## config.mk

```make
export PLATFORM = sky130hd
export DESIGN_NAME = execute_stage
export DESIGN_NICKNAME = d
export VERILOG_FILES = /design/src/rtl/execute_stage.sv
export SDC_FILE = /design/constraint.sdc
export NUM_CORES = 1
export LEC_CHECK = 0
export ABC_AREA = 0
export CORE_MARGIN = 1
export CORE_UTILIZATION = 44
export CTS_CLUSTER_SIZE = 24
export DETAILED_ROUTE_END_ITERATION = 7
export PLACE_DENSITY_LB_ADDON = 0.15
export SLEW_MARGIN = 20
export SYNTH_ARGS = -nofsm -noshare
export SYNTH_HDL_FRONTEND = slang
export SYNTH_SLANG_ARGS = --single-unit
```

## constraint.sdc

```tcl
create_clock -name clock -period 2.85 [get_ports clock]
set_input_delay 0.57 -clock clock [delete_from_list [all_inputs] [get_ports clock]]
set_output_delay 0.57 -clock clock [all_outputs]
set_load 0.02 [all_outputs]
```

## src/rtl/execute_stage.sv

```systemverilog
// Execute stage: ALU and effective-address generation for a 16-bit LC-3 style pipeline.
// Everything registered loads together on an enabled clock edge; sr1/sr2 are combinational.
module execute_stage (
   input  logic        clock,
   input  logic        reset_n,
   input  logic        enable_execute,
   input  logic [15:0] ir,
   input  logic [15:0] npc_in,
   input  logic [5:0]  E_control,
   input  logic [1:0]  W_control,
   input  logic        mem_control,
   input  logic [15:0] VSR1,
   input  logic [15:0] VSR2,
   output logic [2:0]  sr1,
   output logic [2:0]  sr2,
   output logic [15:0] aluout,
   output logic [15:0] pcout,
   output logic [2:0]  dr,
   output logic [15:0] M_data,
   output logic [2:0]  NZP,
   output logic [15:0] IR_Exec,
   output logic [1:0]  W_control_out,
   output logic        mem_control_out
);

   logic [3:0]  opcode;
   logic [1:0]  alu_control, pcselect1;
   logic        pcselect2, op2select;
   logic [15:0] offset, base, addr, op2, alu_res;
   logic        is_alu, is_load, is_store;

   assign opcode      = ir[15:12];
   assign alu_control = E_control[5:4];
   assign pcselect1   = E_control[3:2];
   assign pcselect2   = E_control[1];
   assign op2select   = E_control[0];

   // ADD/AND/NOT share the 01 low opcode bits; stores share 11.
   assign is_alu   = (opcode == 4'b0001) || (opcode == 4'b0101) || (opcode == 4'b1001);
   assign is_load  = (opcode == 4'b0010) || (opcode == 4'b0110) || (opcode == 4'b1010)
                  || (opcode == 4'b1110);
   assign is_store = (opcode == 4'b0011) || (opcode == 4'b0111) || (opcode == 4'b1011);

   assign sr1 = ir[8:6];
   assign sr2 = is_store ? ir[11:9] : ir[2:0];

   always_comb begin
      offset = '0;
      case (pcselect1)
         2'd0:    offset = {{5{ir[10]}}, ir[10:0]};
         2'd1:    offset = {{7{ir[8]}}, ir[8:0]};
         2'd2:    offset = {{10{ir[5]}}, ir[5:0]};
         default: offset = '0;
      endcase
   end

   assign base = pcselect2 ? npc_in : VSR1;
   assign addr = base + offset;
   assign op2  = op2select ? VSR2 : {{11{ir[4]}}, ir[4:0]};

   always_comb begin
      alu_res = VSR1 + op2;
      case (alu_control)
         2'd1:    alu_res = VSR1 & op2;
         2'd2:    alu_res = ~VSR1;
         default: alu_res = VSR1 + op2;
      endcase
   end

   always_ff @(posedge clock) begin
      if (!reset_n) begin
         aluout          <= '0;
         pcout           <= '0;
         dr              <= '0;
         M_data          <= '0;
         NZP             <= '0;
         IR_Exec         <= '0;
         W_control_out   <= '0;
         mem_control_out <= 1'b0;
      end else if (enable_execute) begin
         aluout          <= is_alu ? alu_res : addr;
         pcout           <= addr;
         dr              <= (is_alu || is_load) ? ir[11:9] : 3'd0;
         M_data          <= is_store ? VSR2 : 16'd0;
         if (opcode == 4'b0000)
            NZP <= ir[11:9];
         else if (opcode == 4'b1100)
            NZP <= 3'b111;
         else
            NZP <= 3'b000;
         IR_Exec         <= ir;
         W_control_out   <= W_control;
         mem_control_out <= mem_control;
      end
   end

endmodule

```

==> summary.txt <==
Results of the implementation run.

The flow ran to the end, but the final reports show violations. The final reports fail on DRC. In the log, the iteration count for the first detailed-route pass is 8. Sorting the synthesized cells by how often they occur yields sky130_fd_sc_hd__dfxtp_1, sky130_fd_sc_hd__nand2_1, sky130_fd_sc_hd__a21oi_1, sky130_fd_sc_hd__inv_1, sky130_fd_sc_hd__o21ai_0. The number of H-tree levels came out at 3. The total standard cell area after synthesis came out at 5310 um^2.

Of all flip-flops after synthesis, the portion carrying an async set or reset was 0. In this run the critical path is formed by dlygate4sd2_1 > nand3b_1 > o21ai_0 > ha_1 > o21a_1 > nor2_1 > a31oi_1 > buf_4 > a21oi_1 > xnor2_1 > o22ai_1 > o21a_1. According to the hold report, the worst path is of the register to register type. The routed length on met2 is 9.23 mm. The synthesized area divided by synthesized cell count came out at 8.00 um^2. The post-synthesis cell count came out at between 600 and 700. The clock buffers instantiated in the layout total 10. The layout cell share with drive strength beyond 1 is 0.232. The post-place instance area is 7830 um^2.

By instance count after routing, the leading logic cell types are sky130_fd_sc_hd__clkdlybuf4s50_1, sky130_fd_sc_hd__buf_4, sky130_fd_sc_hd__dfxtp_1. In this run the top signal layer used is met4. The biggest area consumer among synthesized cells is sky130_fd_sc_hd__dfxtp_1. For this run, global-route usage on met1 was measured as 0.347. The number of ordinary inverters in the final layout came out at 36. The critical path is of the input pin to register type.

The remaining design rule violation count came out at 4. The worst slack at placement is -0.744 ns. The via density per instance came out at 5.41. Looking at the gate-level netlist, the highest instance count belongs to sky130_fd_sc_hd__dfxtp_1. The initial antenna violation count came to 0. In this run the critical register-to-register path is captured at aluout[14]. Buffers inserted to repair hold after CTS numbered 0.

The setup skew after layout came out at 0 ns. The standby leakage power is approximately 3.8 nW. The worst register-to-register path has a setup slack of 2.11 ns.

Relative to the synthesized area, the layout overhead comes to 60.8%. The critical-path cell with the highest stage delay is sky130_fd_sc_hd__ha_1. The net switching power came out at about 1.4 mW. The sum of routed wire length over all layers is 18.5 mm. STA classifies the critical path startpoint as an input pin. The final tally of hold violations is 0. The global-route met3 utilization is 0.0544. Setup slack on the critical path of the routed design comes to 0.0509 ns.

The plain and repair buffers instantiated in the layout total ~290. The warning count from the yosys run came out at 0. By area the synthesized netlist is led by sky130_fd_sc_hd__dfxtp_1, sky130_fd_sc_hd__ha_1, sky130_fd_sc_hd__mux2i_1. The worst register-to-register path has a depth of 2.

Counting pins that exceed their max-slew limit in the final report gives 0. The beginning of the worst register-to-register path is aluout[14]. The clock tree from TritonCTS is yes.
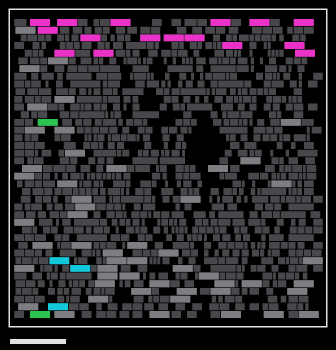
(images/registers.png)
Bar = 20 um. Other sequential cells in the stronger grey, the rest of the logic in the fainter grey.
[W_control_out] green | sequential cells: 2
[M_data] magenta | sequential cells: 16
[NZP] cyan | sequential cells: 3
not coloured: 52
sequential cell area: 1460 um^2
final core utilization: 0.735
flop share of the area: 0.171
Seq power: 1.15 mW

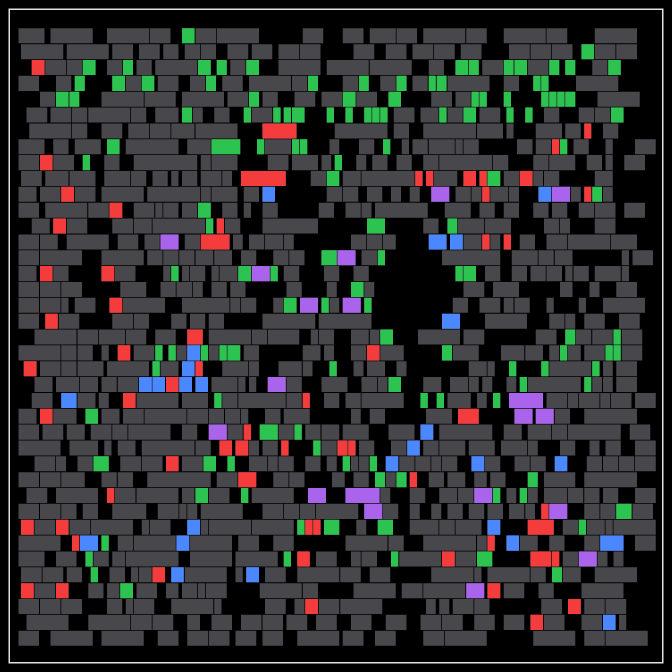
(images/gate_families.png)
[NAND gates] green | cells: 132 | where: spread over the die
[XOR/XNOR gates] purple | cells: 19
[NOR gates] red | cells: 63 | where: spread over the die
[AND and OR gates] blue | cells: 26

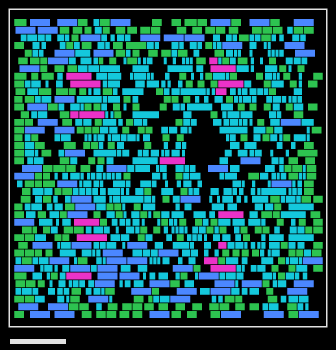
(images/cell_classes.png)
Bar = 20 um.
[other buffers and delay cells] green | cells: 288 | share of their area: 31%
[flops] blue | cells: 73 | share of their area: 17%
[clock drivers and dummy loads] magenta | cells: 16 | share of their area: 4.0%
[all other logic] cyan | cells: 549 | share of their area: 48%
Core Footprint: 11600 um^2
standard-cell rows: 39
summed area of non-filler cells in the final layout: 8540 um^2

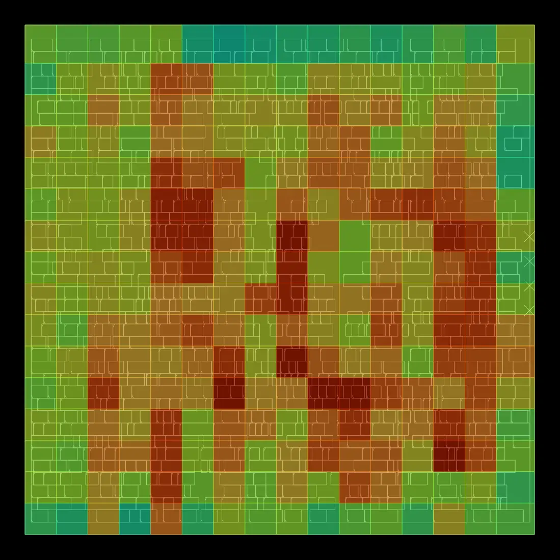
(images/final_congestion.png)
most used routing layer in global routing: met2
met2 Use GR: 0.499
total routing resource utilization after global routing: 0.287

Power and IR drop assume default switching activity.
